`config.mk`:
```
export PLATFORM = sky130hd
export DESIGN_NAME = mat_pow_dispatcher_flat
export DESIGN_NICKNAME = d
export VERILOG_FILES = /design/src/rtl/mat_pow_dispatcher_if.sv /design/src/rtl/mat_pow_dispatcher.sv /design/src/flat_wrapper.sv
export SDC_FILE = /design/constraint.sdc
export NUM_CORES = 1
export LEC_CHECK = 0
export CORE_MARGIN = 2
export CORE_UTILIZATION = 45
export DETAILED_ROUTE_END_ITERATION = 16
export GPL_TIMING_DRIVEN = 0
export PLACE_DENSITY = 0.95
export SYNTH_ARGS = -nofsm -noshare
export SYNTH_HDL_FRONTEND = slang
export SYNTH_SLANG_ARGS = --single-unit
export TNS_END_PERCENT = 50
```
`constraint.sdc`:
```
create_clock -name clk -period 4.65 [get_ports clk]
set_clock_uncertainty 0.05 [all_clocks]
set_input_delay 0.93 -clock clk [delete_from_list [all_inputs] [get_ports clk]]
set_output_delay 0.93 -clock clk [all_outputs]
set_load 0.02 [all_outputs]
```
`src/rtl/mat_pow_dispatcher_if.sv`:
```
// Handshake and data bundle between the matrix-power dispatcher and its
// upstream job source, power datapath/controller and downstream consumer.
interface mat_pow_dispatcher_if #(
    parameter int unsigned ELEM_W = 8,
    parameter int unsigned ELEMS  = 4
);
    localparam int unsigned DW = ELEM_W * ELEMS;

    logic          req_valid;
    logic          req_ready;
    logic [DW-1:0] req_mat;
    logic [DW-1:0] op_mat;
    logic          op_start;
    logic          core_ready;
    logic [DW-1:0] core_result;
    logic          rsp_valid;
    logic          rsp_ready;
    logic [DW-1:0] rsp_mat;
    logic          rsp_err;
    logic          busy;

    // master: the dispatcher itself; slave: everything around it
    modport master (
        input  req_valid, req_mat, core_ready, core_result, rsp_ready,
        output req_ready, op_mat, op_start, rsp_valid, rsp_mat, rsp_err, busy
    );

    modport slave (
        output req_valid, req_mat, core_ready, core_result, rsp_ready,
        input  req_ready, op_mat, op_start, rsp_valid, rsp_mat, rsp_err, busy
    );
endinterface

```
`src/rtl/mat_pow_dispatcher.sv`:
```
// Start/Ready initiator for the matrix-power controller, one job in flight, with a WAIT watchdog.
// Define MAT_POW_DISPATCHER_PERF_CNT_EN to add saturating job/error/wait-cycle counters.
module mat_pow_dispatcher #(
    parameter int unsigned ELEM_W  = 8,
    parameter int unsigned ELEMS   = 4,
    parameter int unsigned TIMEOUT = 64,
    parameter int unsigned TO_W    = $clog2(TIMEOUT + 1)
) (
    input  logic                clk,
    input  logic                rst,
`ifdef MAT_POW_DISPATCHER_PERF_CNT_EN
    output logic [15:0]         jobs_done,
    output logic [15:0]         jobs_err,
    output logic [31:0]         wait_cycles,
`endif
    mat_pow_dispatcher_if.master bus
);
    localparam int unsigned DW = ELEM_W * ELEMS;

    typedef enum logic [2:0] {StIdle, StLoad, StStart, StWait, StDrain} state_e;

    state_e        state_q, state_d;
    logic [DW-1:0] op_mat_q, op_mat_d;
    logic [TO_W-1:0] wd_q, wd_d;
    logic          rsp_valid_q, rsp_valid_d;
    logic [DW-1:0] rsp_mat_q, rsp_mat_d;
    logic          rsp_err_q, rsp_err_d;

    always_ff @(posedge clk) begin
        if (rst) begin
            state_q     <= StIdle;
            op_mat_q    <= '0;
            wd_q        <= '0;
            rsp_valid_q <= 1'b0;
            rsp_mat_q   <= '0;
            rsp_err_q   <= 1'b0;
        end else begin
            state_q     <= state_d;
            op_mat_q    <= op_mat_d;
            wd_q        <= wd_d;
            rsp_valid_q <= rsp_valid_d;
            rsp_mat_q   <= rsp_mat_d;
            rsp_err_q   <= rsp_err_d;
        end
    end

    always_comb begin
        state_d     = state_q;
        op_mat_d    = op_mat_q;
        wd_d        = wd_q;
        rsp_valid_d = rsp_valid_q;
        rsp_mat_d   = rsp_mat_q;
        rsp_err_d   = rsp_err_q;
        unique case (state_q)
            StIdle: begin
                if (bus.req_valid) begin
                    op_mat_d = bus.req_mat;
                    state_d  = StLoad;
                end
            end
            StLoad: state_d = StStart;
            StStart: begin
                wd_d    = '0;
                state_d = StWait;
            end
            StWait: begin
                wd_d = wd_q + TO_W'(1);
                // A Ready arriving in the expiry cycle still counts as success
                if (bus.core_ready) begin
                    rsp_mat_d   = bus.core_result;
                    rsp_err_d   = 1'b0;
                    rsp_valid_d = 1'b1;
                    state_d     = StDrain;
                end else if (wd_q == TO_W'(TIMEOUT - 1)) begin
                    rsp_mat_d   = '0;
                    rsp_err_d   = 1'b1;
                    rsp_valid_d = 1'b1;
                    state_d     = StDrain;
                end
            end
            StDrain: begin
                if (bus.rsp_ready) begin
                    rsp_valid_d = 1'b0;
                    state_d     = StIdle;
                end
            end
            default: state_d = StIdle;
        endcase
    end

    assign bus.req_ready = (state_q == StIdle);
    assign bus.op_start  = (state_q == StStart);
    assign bus.busy      = (state_q != StIdle);
    assign bus.op_mat    = op_mat_q;
    assign bus.rsp_valid = rsp_valid_q;
    assign bus.rsp_mat   = rsp_mat_q;
    assign bus.rsp_err   = rsp_err_q;

`ifdef MAT_POW_DISPATCHER_PERF_CNT_EN
    logic [15:0] jobs_done_q, jobs_err_q;
    logic [31:0] wait_cycles_q;
    logic        drain_exit;

    assign drain_exit = (state_q == StDrain) && bus.rsp_ready;

    always_ff @(posedge clk) begin
        if (rst) begin
            jobs_done_q   <= '0;
            jobs_err_q    <= '0;
            wait_cycles_q <= '0;
        end else begin
            if (drain_exit && !rsp_err_q && (jobs_done_q != '1)) jobs_done_q <= jobs_done_q + 16'd1;
            if (drain_exit && rsp_err_q && (jobs_err_q != '1)) jobs_err_q <= jobs_err_q + 16'd1;
            if ((state_q == StWait) && (wait_cycles_q != '1)) begin
                wait_cycles_q <= wait_cycles_q + 32'd1;
            end
        end
    end

    assign jobs_done   = jobs_done_q;
    assign jobs_err    = jobs_err_q;
    assign wait_cycles = wait_cycles_q;
`else
    // Counters absent in this build.
`endif
endmodule

```
`src/flat_wrapper.sv`:
```
// flat-port wrapper written by rule: the top's interface ports become plain ports
module mat_pow_dispatcher_flat 
#(
    parameter int unsigned ELEM_W  = 8,
    parameter int unsigned ELEMS   = 4,
    parameter int unsigned TIMEOUT = 64,
    parameter int unsigned TO_W    = $clog2(TIMEOUT + 1)
)
  (clk, rst, bus_req_valid, bus_req_mat, bus_core_ready, bus_core_result, bus_rsp_ready, bus_req_ready, bus_op_mat, bus_op_start, bus_rsp_valid, bus_rsp_mat, bus_rsp_err, bus_busy);
  mat_pow_dispatcher_if #(.ELEM_W(ELEM_W), .ELEMS(ELEMS)) bus_i ();
  input  logic clk;
  input  logic rst;
  input wire logic [$bits(bus_i.req_valid)-1:0] bus_req_valid;
  input wire logic [$bits(bus_i.req_mat)-1:0] bus_req_mat;
  input wire logic [$bits(bus_i.core_ready)-1:0] bus_core_ready;
  input wire logic [$bits(bus_i.core_result)-1:0] bus_core_result;
  input wire logic [$bits(bus_i.rsp_ready)-1:0] bus_rsp_ready;
  output wire logic [$bits(bus_i.req_ready)-1:0] bus_req_ready;
  output wire logic [$bits(bus_i.op_mat)-1:0] bus_op_mat;
  output wire logic [$bits(bus_i.op_start)-1:0] bus_op_start;
  output wire logic [$bits(bus_i.rsp_valid)-1:0] bus_rsp_valid;
  output wire logic [$bits(bus_i.rsp_mat)-1:0] bus_rsp_mat;
  output wire logic [$bits(bus_i.rsp_err)-1:0] bus_rsp_err;
  output wire logic [$bits(bus_i.busy)-1:0] bus_busy;
  assign bus_i.req_valid = bus_req_valid;
  assign bus_i.req_mat = bus_req_mat;
  assign bus_i.core_ready = bus_core_ready;
  assign bus_i.core_result = bus_core_result;
  assign bus_i.rsp_ready = bus_rsp_ready;
  assign bus_req_ready = bus_i.req_ready;
  assign bus_op_mat = bus_i.op_mat;
  assign bus_op_start = bus_i.op_start;
  assign bus_rsp_valid = bus_i.rsp_valid;
  assign bus_rsp_mat = bus_i.rsp_mat;
  assign bus_rsp_err = bus_i.rsp_err;
  assign bus_busy = bus_i.busy;
  mat_pow_dispatcher #(.ELEM_W(ELEM_W), .ELEMS(ELEMS), .TIMEOUT(TIMEOUT), .TO_W(TO_W)) u_core (.clk(clk), .rst(rst), .bus(bus_i));
endmodule
```
### Port wiring, run 1

Scale: 4 px per um.
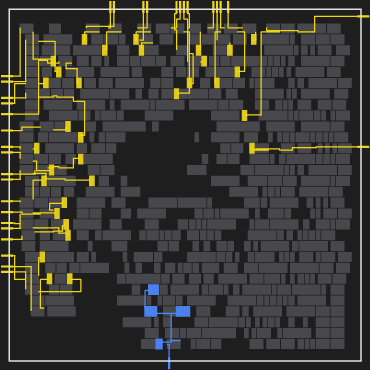
yellow -> bus_core_result  # bits 32, direction input, edge 18 west, 12 north, 2 east, end cells 32, buffers 32, wire 590 um
blue -> bus_rsp_ready  # bits 1, direction input, edge south, end cells 4, buffers 1, wire 34.2 um

### The clock network, run 1

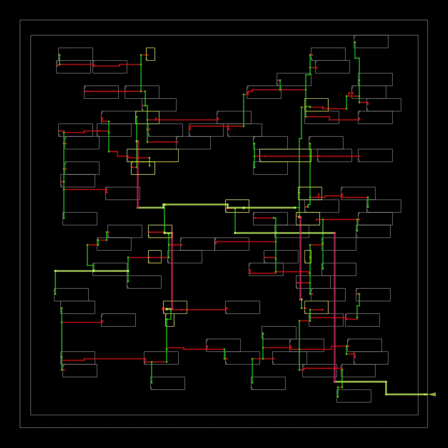
clock insertion delay at the later pin of the skew report: 330 ps
Clock buffer cells: 10
sinks on the clock net: 76
number of sequential storage elements: 76

### M2 wires, run 1

Scale: 4 px per um. Cells faint in the background.
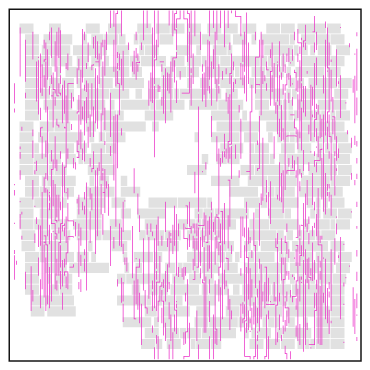
main direction = vertical
wire length on this layer = 4,230 um
nets with wire on the layer = 520
share of all routed wire = 48%
longest straight run = 27.9 um

==> qor.yml, run 1 <==
sh_comb_area: 0.272
global_route.usage.met1: 0.276
pin_count: 138
clockBufferDepth: 2
rsz0062_at_grt: "no"
fp.coreArea_um2: 6790
wire_per_inst_um: 14.6
routed-wl-met2_mm: 4.23
ir_drop_uv: 169
timing.rr.end: "u_core.bus.rsp_mat[13]$_SDFFE_PP0P_"
drt_via_density: 5.28
design.die.area_um2: 7670
clock_power_share: 0.348
global_route.usage.met2: 0.384
cts_tree: "built"
ys_cells: 358
die_height_um: 87.6
groute.layer.met3.usage: 0.0490
vias: 3200
area_taken_by_flip_flops_and_latches_um2: 1520
ant_nets: 0
port_buffers: 137
gp_congestion: 0.787
drt_first_iter_violations: 140
warnings: 26
grt_antenna_before_repair: 0
cts_setup_buffers: 0
non_clock_inverter_count: 36
comb-power_mw: 0.287
place_ws_ps: 1620
critical_path.startpoint: "u_core.state_q[1]$_SDFFE_PP0P_"
non_clock_buffer_area_fraction: 0.318
comb_cells: 214
topCombFamilyByArea: "simple AND/OR/NAND/NOR gates"
critPathLaunchType: "register"
maximum_number_of_pins_on_one_net_before_global_route_repair: 13
critical_path_peak_fanout: 10
cts_inserted_buffers: 9
clkSlewWorstSetupHoldPaths_ps: 80
ys.flop_type: "sky130_fd_sc_hd__dfxtp_1"
routed_wirelength_mm: 8.85
insertedDiodeCount: 0
synth.cellmix.adderShare: 0.00398
power.share.combinational: 0.190
power_clock_mw: 0.526
dp_hpwl_mm: 6.58
pwr_density_cell_nw_per_um2: 312
post-route-min-period_ps: 3100
grt_first_pass_wirelength_mm: 13.6
p_sw_frac: 0.256
ctsHoldBuffers: 0
dr.pass1.iters: 5
grtUsageTotal: 0.223
net-switching-power_mw: 0.386
mappedNetlistNets: 428
ys_ff: 76
setup_tns_ps: 0
layout.filler_cells: 530
top_cells_by_count: "sky130_fd_sc_hd__dfxtp_1 (76), sky130_fd_sc_hd__nand2_1 (67), sky130_fd_sc_hd__a21oi_1 (38)"
power_consumed_by_sequential_cells_mw: 0.699
hold_path_startpoint: "u_core.bus.op_mat[8]$_SDFFE_PP0P_"
layout-drive-gt1-share: 0.0745
clock_tree_area_fraction: 0.0424
synthMostInstantiatedCell: "sky130_fd_sc_hd__dfxtp_1"
synth.yosys.warnings: 0
placedCellCount: 591
synth_cell_types: 33
via_count_of_the_first_global_routing_pass: 2940
finalPower_mw: 1.51
cp-endpoint: "bus_op_start"
leakage_nw: 1.82
hold_path_depth: 2
run_status: "finished, final reports clean"
global_route_overflow: 0
ff2ff_setup_slack_ps: 2770
synth_top_cell_by_area: "sky130_fd_sc_hd__dfxtp_1"
row_count: 30
top_metal_used: "met4"
-- run 1: worst max-delay path, cell delays in order (launching register included) --
cell and delay (ps):
sky130_fd_sc_hd__dfxtp_1 340, sky130_fd_sc_hd__buf_2 250, sky130_fd_sc_hd__or3b_2 530, sky130_fd_sc_hd__inv_1 80, sky130_fd_sc_hd__clkdlybuf4s50_1 590
-- run 1: stage by stage --
stage / hold WS [ps] / utilization
floorplan: 412 / -
global placement: 392 / 0.682
finish: 412 / 0.713
detailed placement: 401 / 0.682
global route: 429 / 0.713
CTS: 410 / 0.713
-- run 1: sequential cells by signal, indices dropped and copies added (netlist names) --
name	count
u_core.state_q	3
u_core.bus.rsp_mat	32
u_core.wd_q	7
u_core.bus.op_mat	32
u_core.bus.rsp_err	1
u_core.bus.rsp_valid	1
==> inputs of run 2 (changes only) <==
--- a/config.mk
+++ b/config.mk
@@ -6,10 +6,10 @@
 export NUM_CORES = 1
 export LEC_CHECK = 0
 export CORE_MARGIN = 2
-export CORE_UTILIZATION = 45
+export CORE_UTILIZATION = 38
 export DETAILED_ROUTE_END_ITERATION = 16
 export GPL_TIMING_DRIVEN = 0
-export PLACE_DENSITY = 0.95
+export PLACE_DENSITY = 0.86
 export SYNTH_ARGS = -nofsm -noshare
 export SYNTH_HDL_FRONTEND = slang
 export SYNTH_SLANG_ARGS = --single-unit
==> constraint.sdc (replaced) <==
create_clock -name clk -period 2.6 [get_ports clk]
set_clock_uncertainty 0.05 [all_clocks]
set_input_delay 0.52 -clock clk [delete_from_list [all_inputs] [get_ports clk]]
set_output_delay 0.52 -clock clk [all_outputs]
set_load 0.02 [all_outputs]
### M2 wires, run 2

Scale: 4 px per um. Cells faint in the background.
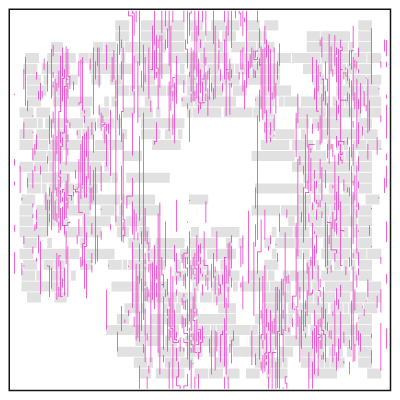
nets with wire on the layer = 506
main direction = vertical
wire length on this layer = 4,330 um
share of all routed wire = 49%

==> qor.yml, run 2 <==
run_status: "finished, final reports clean"  # unchanged
r2r.worst_path.cells: 5  # unchanged
layout.filler_cells: 712  # was 530
grtUsageTotal: 0.196  # was 0.223
min_period_over_period: 0.920
global_route_overflow: 0  # unchanged
fp.coreArea_um2: 8130  # was 6790 um2
clkSlewWorstSetupHoldPaths_ps: 80  # about the same
ant_nets: 0  # unchanged
rsz0062_at_grt: "no"  # unchanged
grt_antenna_before_repair: 0  # unchanged
final_common_cell: "sky130_fd_sc_hd__clkdlybuf4s50_1"  # unchanged
place_ws_ps: -26.9  # was 1620 ps
post-route-min-period_ps: 2390
critPathLaunchType: "register"  # unchanged
topCombFamilyByArea: "simple AND/OR/NAND/NOR gates"  # unchanged
cts_tree: "built"  # unchanged
critPathBufInv: 3  # unchanged
warnings: 26  # unchanged
synth_top_cell_by_area: "sky130_fd_sc_hd__dfxtp_1"  # unchanged
design.final.nets: 576  # unchanged
global_route.usage.met2: 0.340  # was 0.384
p_sw_frac: 0.243  # was 0.256
design.die.area_um2: 9020  # was 7670 um2
ctsHoldBuffers: 0  # unchanged
yosysTopAreaCellShare: 0.484  # unchanged
maximum_number_of_pins_on_one_net_before_global_route_repair: 14  # was 13
wire_per_inst_um: 14.5  # was 14.6 um
synth.cellmix.adderShare: 0.00398  # unchanged
global_route.usage.met1: 0.235  # was 0.276
cts.sinks: 76  # unchanged
routed_wirelength_mm: 8.91  # was 8.85 mm
max_freq_ghz: 0.418
top_metal_used: "met4"  # unchanged
cts_htree_levels: 3  # unchanged
pwr_density_cell_nw_per_um2: 595  # was 312 nW/um2
port_buffers: 137  # unchanged
critical_path.startpoint: "u_core.state_q[2]$_SDFFE_PP0P_"  # was u_core.state_q[1]$_SDFFE_PP0P_
timing.critical_path.cells: "buf_2 -> or3b_2 -> inv_1 -> dlygate4sd2_1"  # was buf_2 -> or3b_2 -> inv_1 -> clkdlybuf4s50_1
ys.flop_type: "sky130_fd_sc_hd__dfxtp_1"  # unchanged
hold_path_startpoint: "u_core.bus.op_mat[1]$_SDFFE_PP0P_"  # was u_core.bus.op_mat[8]$_SDFFE_PP0P_
ff2ff_setup_slack_ps: 680  # was 2770 ps
finish.utilization: 0.604  # was 0.713
layout-drive-gt1-share: 0.0765  # was 0.0745
top_cells_by_count: "sky130_fd_sc_hd__dfxtp_1 (76), sky130_fd_sc_hd__nand2_1 (67), sky130_fd_sc_hd__a21oi_1 (38)"  # unchanged
grt_first_pass_wirelength_mm: 14.0  # was 13.6 mm
timing.rr.end: "u_core.bus.rsp_mat[6]$_SDFFE_PP0P_"  # was u_core.bus.rsp_mat[13]$_SDFFE_PP0P_
ir_drop_uv: 292  # was 169 uV
clock_latency_ps: 340  # was 330 ps
timing.critical_path.depth: 4  # unchanged
cts_inserted_buffers: 9  # unchanged
net-switching-power_mw: 0.710  # was 0.386 mW
groute.layer.met3.usage: 0.0519  # was 0.0490
crit_slowest_cell: "sky130_fd_sc_hd__or3b_2"  # was sky130_fd_sc_hd__clkdlybuf4s50_1
dp_hpwl_mm: 6.63  # was 6.58 mm
leakage_nw: 1.86  # was 1.82 nW
via_count_of_the_first_global_routing_pass: 3010  # was 2,940
synthMostInstantiatedCell: "sky130_fd_sc_hd__dfxtp_1"  # unchanged
slowest_delay_ps: 530  # was 590 ps
clockBufferDepth: 2  # unchanged
power_consumed_by_sequential_cells_mw: 1.25  # was 0.699 mW
dr.pass1.iters: 4  # was 5
power_clock_mw: 1.16  # was 0.526 mW
insertedDiodeCount: 0  # unchanged
vias: 3154  # was 3,200
die_height_um: 95.0  # was 87.6 um
synth.yosys.warnings: 0  # unchanged
setup_violations: 0  # unchanged
timing.critical_path.max_delay_family: "buffers and inverters"  # unchanged
pin_count: 138  # unchanged
setup_tns_ps: 0  # unchanged
row_count: 33  # was 30
power.share.combinational: 0.175  # was 0.190
hold_path_depth: 2  # unchanged
layout_area_growth_over_synthesis_pct: 56.1  # was 54.0%
drt_first_iter_violations: 118  # was 140
ys_cells: 358  # unchanged
finalPower_mw: 2.92  # was 1.51 mW
comb-power_mw: 0.511  # was 0.287 mW
drt_via_density: 5.13  # was 5.28
cts_root_buf: "sky130_fd_sc_hd__clkbuf_8"  # unchanged
synth_cell_types: 33  # unchanged
critPathCaptureType: "output port"  # unchanged
placedCellCount: 600  # was 591
mappedNetlistNets: 428  # unchanged
ys_ff: 76  # unchanged
critical_path_peak_fanout: 10  # unchanged
clock_power_share: 0.398  # was 0.348
-- run 2: area by class of cell --
class | count | area (um2) | share of cell area
multi-input cells | 214 | 1320 | 0.268
well taps | 105 | 131 | 0.0268
inverters | 36 | 135 | 0.0275
repair buffers | 137 | 1370 | 0.279
clock inverters | 6 | 138 | 0.0280
flip-flops and latches | 76 | 1520 | 0.310
clock buffers | 9 | 124 | 0.0252
plain buffers | 32 | 173 | 0.0352
-- run 2: kinds of logic (layout without fill, tap and decap cells) --
family / after synthesis / in the layout
flops: 76 / 76
mux: 3 / 3
fa+ha+maj: 1 / 1
compound gates: 83 / 83
buf+inv: 68 / 220
simple gates: 127 / 127
Power and IR drop assume default switching activity.
